**src/rtl/voice_allocator.sv**
```systemverilog
// voice_allocator: polyphony scheduler between a note-event source and a bank
// of midi_player voices. Note-on events are given to a voice. The preference
// order is: a voice already holding the note, then an idle voice, then the
// releasing voice closest to finishing, and finally the least recently used
// held voice, which is stolen.
//
// Ports:
//   clk, rst      system clock, synchronous active-high reset
//   ev_valid      event present
//   ev_ready      allocator accepts an event this cycle (low in reset / STEAL)
//   ev_note_on    1 = note-on, 0 = note-off
//   ev_note       MIDI note number (bit 7 set = ignored event)
//   voice_note    per-voice midi_data, voice i at [8i+7:8i]
//   voice_gate    per-voice midi_valid (key held)
//   voice_active  voice not idle
//   steal_count   saturating count of held voices stolen
module voice_allocator #(
    parameter int unsigned NUM_VOICES     = 4,
    parameter int unsigned RELEASE_CYCLES = 30000
) (
    input  logic                    clk,
    input  logic                    rst,
    input  logic                    ev_valid,
    output logic                    ev_ready,
    input  logic                    ev_note_on,
    input  logic [7:0]              ev_note,
    output logic [8*NUM_VOICES-1:0] voice_note,
    output logic [NUM_VOICES-1:0]   voice_gate,
    output logic [NUM_VOICES-1:0]   voice_active,
    output logic [15:0]             steal_count
);

    localparam int unsigned IdxW = $clog2(NUM_VOICES);

    typedef enum logic [1:0] {StIdle, StHeld, StRelease, StSteal} vstate_e;

    vstate_e         state_q [NUM_VOICES];
    vstate_e         state_d [NUM_VOICES];
    logic [7:0]      note_q  [NUM_VOICES];
    logic [7:0]      note_d  [NUM_VOICES];
    logic            gate_q  [NUM_VOICES];
    logic            gate_d  [NUM_VOICES];
    logic [15:0]     cnt_q   [NUM_VOICES];
    logic [15:0]     cnt_d   [NUM_VOICES];
    logic [IdxW-1:0] rank_q  [NUM_VOICES];
    logic [IdxW-1:0] rank_d  [NUM_VOICES];
    logic [15:0]     steal_q, steal_d;

    // Voice selection, all based on state before the edge.
    logic            stealing, held_hit;
    logic            idle_found, rel_found, old_found, off_found;
    logic [IdxW-1:0] idle_idx, rel_idx, old_idx, off_idx, old_rank;
    logic [15:0]     rel_min;

    always_comb begin
        stealing   = 1'b0;
        held_hit   = 1'b0;
        idle_found = 1'b0;
        rel_found  = 1'b0;
        old_found  = 1'b0;
        off_found  = 1'b0;
        idle_idx   = '0;
        rel_idx    = '0;
        old_idx    = '0;
        off_idx    = '0;
        old_rank   = '0;
        rel_min    = '1;
        for (int i = 0; i < NUM_VOICES; i++) begin
            if (state_q[i] == StSteal) stealing = 1'b1;
            if (state_q[i] == StHeld && note_q[i] == ev_note) begin
                held_hit = 1'b1;
                if (!off_found) begin
                    off_found = 1'b1;
                    off_idx   = IdxW'(i);
                end
            end
            if (!idle_found && state_q[i] == StIdle) begin
                idle_found = 1'b1;
                idle_idx   = IdxW'(i);
            end
            // Strict compare keeps the lowest index on a counter tie.
            if (state_q[i] == StRelease && (!rel_found || cnt_q[i] < rel_min)) begin
                rel_found = 1'b1;
                rel_idx   = IdxW'(i);
                rel_min   = cnt_q[i];
            end
            if (state_q[i] == StHeld && (!old_found || rank_q[i] > old_rank)) begin
                old_found = 1'b1;
                old_idx   = IdxW'(i);
                old_rank  = rank_q[i];
            end
        end
    end

    assign ev_ready = !rst && !stealing;

    logic            accept, do_alloc, do_off, alloc_steal;
    logic [IdxW-1:0] alloc_idx;

    always_comb begin
        accept      = ev_valid && ev_ready && !ev_note[7];
        do_alloc    = 1'b0;
        alloc_steal = 1'b0;
        alloc_idx   = '0;
        if (accept && ev_note_on && !held_hit) begin
            do_alloc = 1'b1;
            if (idle_found) begin
                alloc_idx = idle_idx;
            end else if (rel_found) begin
                alloc_idx = rel_idx;
            end else begin
                alloc_idx   = old_idx;
                alloc_steal = 1'b1;
            end
        end
        do_off = accept && !ev_note_on && off_found;

        steal_d = steal_q;
        if (alloc_steal && steal_q != 16'hFFFF) steal_d = steal_q + 16'd1;

        for (int i = 0; i < NUM_VOICES; i++) begin
            state_d[i] = state_q[i];
            note_d[i]  = note_q[i];
            gate_d[i]  = gate_q[i];
            cnt_d[i]   = cnt_q[i];
            rank_d[i]  = rank_q[i];

            case (state_q[i])
                StSteal: begin
                    state_d[i] = StHeld;
                    gate_d[i]  = 1'b1;
                end
                StRelease: begin
                    if (cnt_q[i] == 16'd0) state_d[i] = StIdle;
                    else                   cnt_d[i]   = cnt_q[i] - 16'd1;
                end
                default: ;
            endcase

            // Allocation overrides a release expiring on the same edge.
            if (do_alloc) begin
                if (alloc_idx == IdxW'(i)) begin
                    note_d[i] = ev_note;
                    rank_d[i] = '0;
                    if (alloc_steal) begin
                        state_d[i] = StSteal;
                        gate_d[i]  = 1'b0;
                    end else begin
                        state_d[i] = StHeld;
                        gate_d[i]  = 1'b1;
                    end
                end else if (rank_q[i] < rank_q[alloc_idx]) begin
                    rank_d[i] = rank_q[i] + 1'b1;
                end
            end

            if (do_off && off_idx == IdxW'(i)) begin
                state_d[i] = StRelease;
                gate_d[i]  = 1'b0;
                cnt_d[i]   = 16'(RELEASE_CYCLES - 1);
            end
        end
    end

    always_ff @(posedge clk) begin
        if (rst) begin
            for (int i = 0; i < NUM_VOICES; i++) begin
                state_q[i] <= StIdle;
                note_q[i]  <= '0;
                gate_q[i]  <= 1'b0;
                cnt_q[i]   <= '0;
                rank_q[i]  <= IdxW'(i);
            end
            steal_q <= '0;
        end else begin
            for (int i = 0; i < NUM_VOICES; i++) begin
                state_q[i] <= state_d[i];
                note_q[i]  <= note_d[i];
                gate_q[i]  <= gate_d[i];
                cnt_q[i]   <= cnt_d[i];
                rank_q[i]  <= rank_d[i];
            end
            steal_q <= steal_d;
        end
    end

    always_comb begin
        voice_note   = '0;
        voice_gate   = '0;
        voice_active = '0;
        for (int i = 0; i < NUM_VOICES; i++) begin
            voice_note[8*i +: 8] = note_q[i];
            voice_gate[i]        = gate_q[i];
            voice_active[i]      = (state_q[i] != StIdle);
        end
    end

    assign steal_count = steal_q;

endmodule

```
**config.mk**
```make
export PLATFORM = sky130hd
export DESIGN_NAME = voice_allocator
export DESIGN_NICKNAME = d
export VERILOG_FILES = /design/src/rtl/voice_allocator.sv
export SDC_FILE = /design/constraint.sdc
export NUM_CORES = 1
export LEC_CHECK = 0
export ABC_AREA = 1
export ABC_CLOCK_PERIOD_IN_PS = 6700
export CAP_MARGIN = 20
export CELL_PAD_IN_SITES_DETAIL_PLACEMENT = 0
export CELL_PAD_IN_SITES_GLOBAL_PLACEMENT = 1
export CORE_MARGIN = 3
export CORE_UTILIZATION = 42
export DETAILED_ROUTE_END_ITERATION = 8
export PLACE_DENSITY = 0.91
export SLEW_MARGIN = 30
export SYNTH_ARGS = -nofsm -noshare
export SYNTH_HDL_FRONTEND = slang
export SYNTH_SLANG_ARGS = --single-unit
```
**constraint.sdc**
```tcl
create_clock -name clk -period 6.7 [get_ports clk]
set_input_delay 2.01 -clock clk [delete_from_list [all_inputs] [get_ports clk]]
set_output_delay 2.01 -clock clk [all_outputs]
set_load 0.01 [all_outputs]
```
==> flow_metrics.env <==
# source this file to load flow results
export IMPL_synth_most_common_cell="sky130_fd_sc_hd__nand2_1"
export IMPL_filler_cell_count=1903
export IMPL_final_cells=1566
export IMPL_yosysWarningCount=0
export IMPL_nNetsFinal=1362
export IMPL_num_tapcells=260
export IMPL_crit_reg2reg_launch="state_q[0][0]"
export IMPL_chip_area_mm2=0.02147
export IMPL_finalWorstSetupSlack_ns=0.6754
export IMPL_startpoint="state_q[0][0]"
export IMPL_finalCoreUtilization_pct=51.67
export IMPL_ys_sh_mux_pct=0
export IMPL_grt_overflow=0
export IMPL_post_route_cells_drive_above_1_share_pct=7.580
export IMPL_most_frequently_used_flop_master_after_synthesis="sky130_fd_sc_hd__dfxtp_1"
export IMPL_cts_root_buffer="sky130_fd_sc_hd__clkbuf_16"
export IMPL_nClkBuffers=18
export IMPL_syn_area_mm2=0.008295
export IMPL_yosys_area_top_type="sky130_fd_sc_hd__dfxtp_1"
export IMPL_synth_largest_type_area_fraction_pct=31.86
export IMPL_crit_arrival_ns=6.35
export IMPL_maxClockFrequency_mhz=166.0
export IMPL_area_growth_synth_to_final_pct=18.84
export IMPL_initialDrtViolationCount=663
export IMPL_syn_num_nets=1298
export IMPL_syn_avg_cell_area_um2=6.750
export IMPL_via_per_inst=5.287
export IMPL_io_pins=69
export IMPL_place_congestion=0.9110
export IMPL_path_common_cell="sky130_fd_sc_hd__nand2_1"
export IMPL_core_area_mm2=0.01908
export IMPL_synth_cells_yosys=1229
export IMPL_intPower_w=0.001339
export IMPL_p_seq_share_pct=44.4
export IMPL_seq_cell_share_pct=26.81
export IMPL_fin_crit_ns=6.025
export IMPL_setup_violations=0
export IMPL_number_of_clock_sinks_seen_by_cts=132
export IMPL_via_count_of_the_first_global_routing_pass=7576
export IMPL_number_of_buffers_created_by_cts=17
export IMPL_final_hold_viol_count=0
export IMPL_netlist_instances=1229
export IMPL_postRouteAntennaNets=0
export IMPL_start_kind="flip-flop"
export IMPL_edf_count=0
export IMPL_power_dissipated_by_switching_net_loads_w=0.0004380
export IMPL_parity_gate_share_of_the_synthesized_area_counting_xor_and_xnor_cells_pct=4.012
export IMPL_floorplan_die_width_um=146.5
export IMPL_min_period_over_period_pct=89.92
export IMPL_timing_critical_path_slowest_stage_cell="sky130_fd_sc_hd__dfxtp_1"
export IMPL_power_per_cell_area_mw_per_mm2=180.3
export IMPL_post_cts_setup_buffer_count=0
export IMPL_grt_antenna_before_repair=0
export IMPL_cts_tree="yes"
export IMPL_worst_r2r_path_depth=44
export IMPL_yosys_area_mm2=0.008295
export IMPL_power_leakage_nw=4.347
export IMPL_timing_critical_path_to="gate_q[1]"
export IMPL_number_of_warnings_in_the_stage_logs=29
export IMPL_p_comb_share_pct=3.4
export IMPL_worst_setup_hold_path_clk_slew_ns=0.07
export IMPL_hold_crit_class="reg -> reg"
export IMPL_combAreaFraction_pct=50.74
export IMPL_layout_clock_area_share_pct=5.889
export IMPL_dpl_worst_slack_ns=0.02649
export IMPL_worst_ir_drop_vdd_uv=123.2
export IMPL_yosysUniqueCellTypes=51
export IMPL_outcome="finished, final reports clean"
export IMPL_critPathMaxFanout=32
export IMPL_grt_start_max_net_pins=60
export IMPL_skew_ns=0.009703
export IMPL_hold_end="steal_count[1]"
export IMPL_n_all_buffers=79
export IMPL_die_height_um=146.5
export IMPL_ys_sh_adder_pct=8.597
export IMPL_crit_reg2reg_capture="gate_q[1]"
export IMPL_cts_hold_buffers_added=0
export IMPL_timing_max_slew_rel_slack_pct=51.54
export IMPL_top_cells_by_area="sky130_fd_sc_hd__dfxtp_1, sky130_fd_sc_hd__nand2_1, sky130_fd_sc_hd__ha_1"
export IMPL_finalSetupTns_ns=0
export IMPL_drcViolationCount=0
export IMPL_first_pass_iters=5
export IMPL_path_buffers=6
export IMPL_holdPathStages=2
export IMPL_rsz0062_at_grt="false"
export IMPL_worst_endpoint_required_ns=7.03
export IMPL_cts_repair_resize_count=0
## metal layers
layer,vias up,track usage (%),wire length [um]
met5,-,0,0
met4,0,6.021,359
met3,32,4.097,1350
met2,231,34.80,10410
met1,3782,30.99,11620
li1,4235,-,-
## power by group through the flow
stage / Combinational, W / Sequential, W / Clock [W]
after floorplan: 0.0000342 / 0.000807 / 0
after global placement: 0.0000598 / 0.000807 / 0
after detailed placement: 0.0000596 / 0.000807 / 0
after CTS: 0.0000597 / 0.000790 / 0.000940
after global routing: 0.0000658 / 0.000790 / 0.000978
final: 0.0000600 / 0.000790 / 0.000928
## flip-flops by register name (all words and copies together), names as in the netlist
signal / flops
state_q: 8
rank_q: 8
steal_count: 16
note_q: 32
cnt_q: 64
gate_q: 4
### Wiring by layer

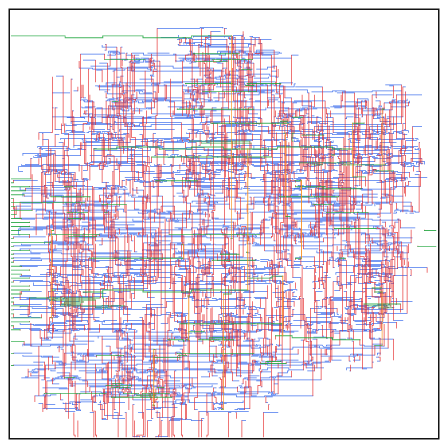
Blue shows M1, wire length 11600 um. Orange shows M4, wire length 359 um. Green shows M3, wire length 1350 um. Red shows M2, wire length 10400 um.
total routing resource utilization after global routing: 22.06%
Routed WL per cell: 15.16 um
number of vias after detailed routing: 8280

### Metal 3

Scale bar: 50 um.
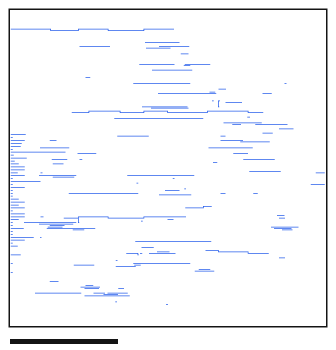
The longest straight run is 40.9 um. 120 nets have wire on it. The layer holds 5.7% of the routed length. The wires run mostly horizontal.
met3 GRT Util: 4.097%
overall routed net length: 23740 um

### Clock wires, drivers and flops

Scale bar: 50 um.
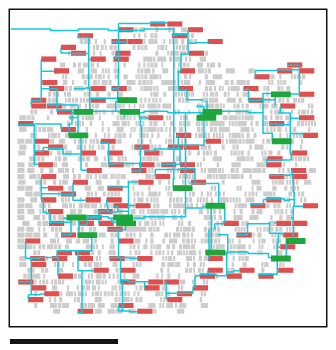
Red shows flip-flops, count 132. Cyan shows clock wires, length 1930 um. Green shows clock-net drivers, count 17.
Position of the flops: spread over the die.
clock insertion delay at the later pin of the skew report: 0.43 ns
power in the clock group: 0.000928 W
clock network fraction of total power: 52.2%

No activity file was given, so power comes from the tool's default toggle rates.
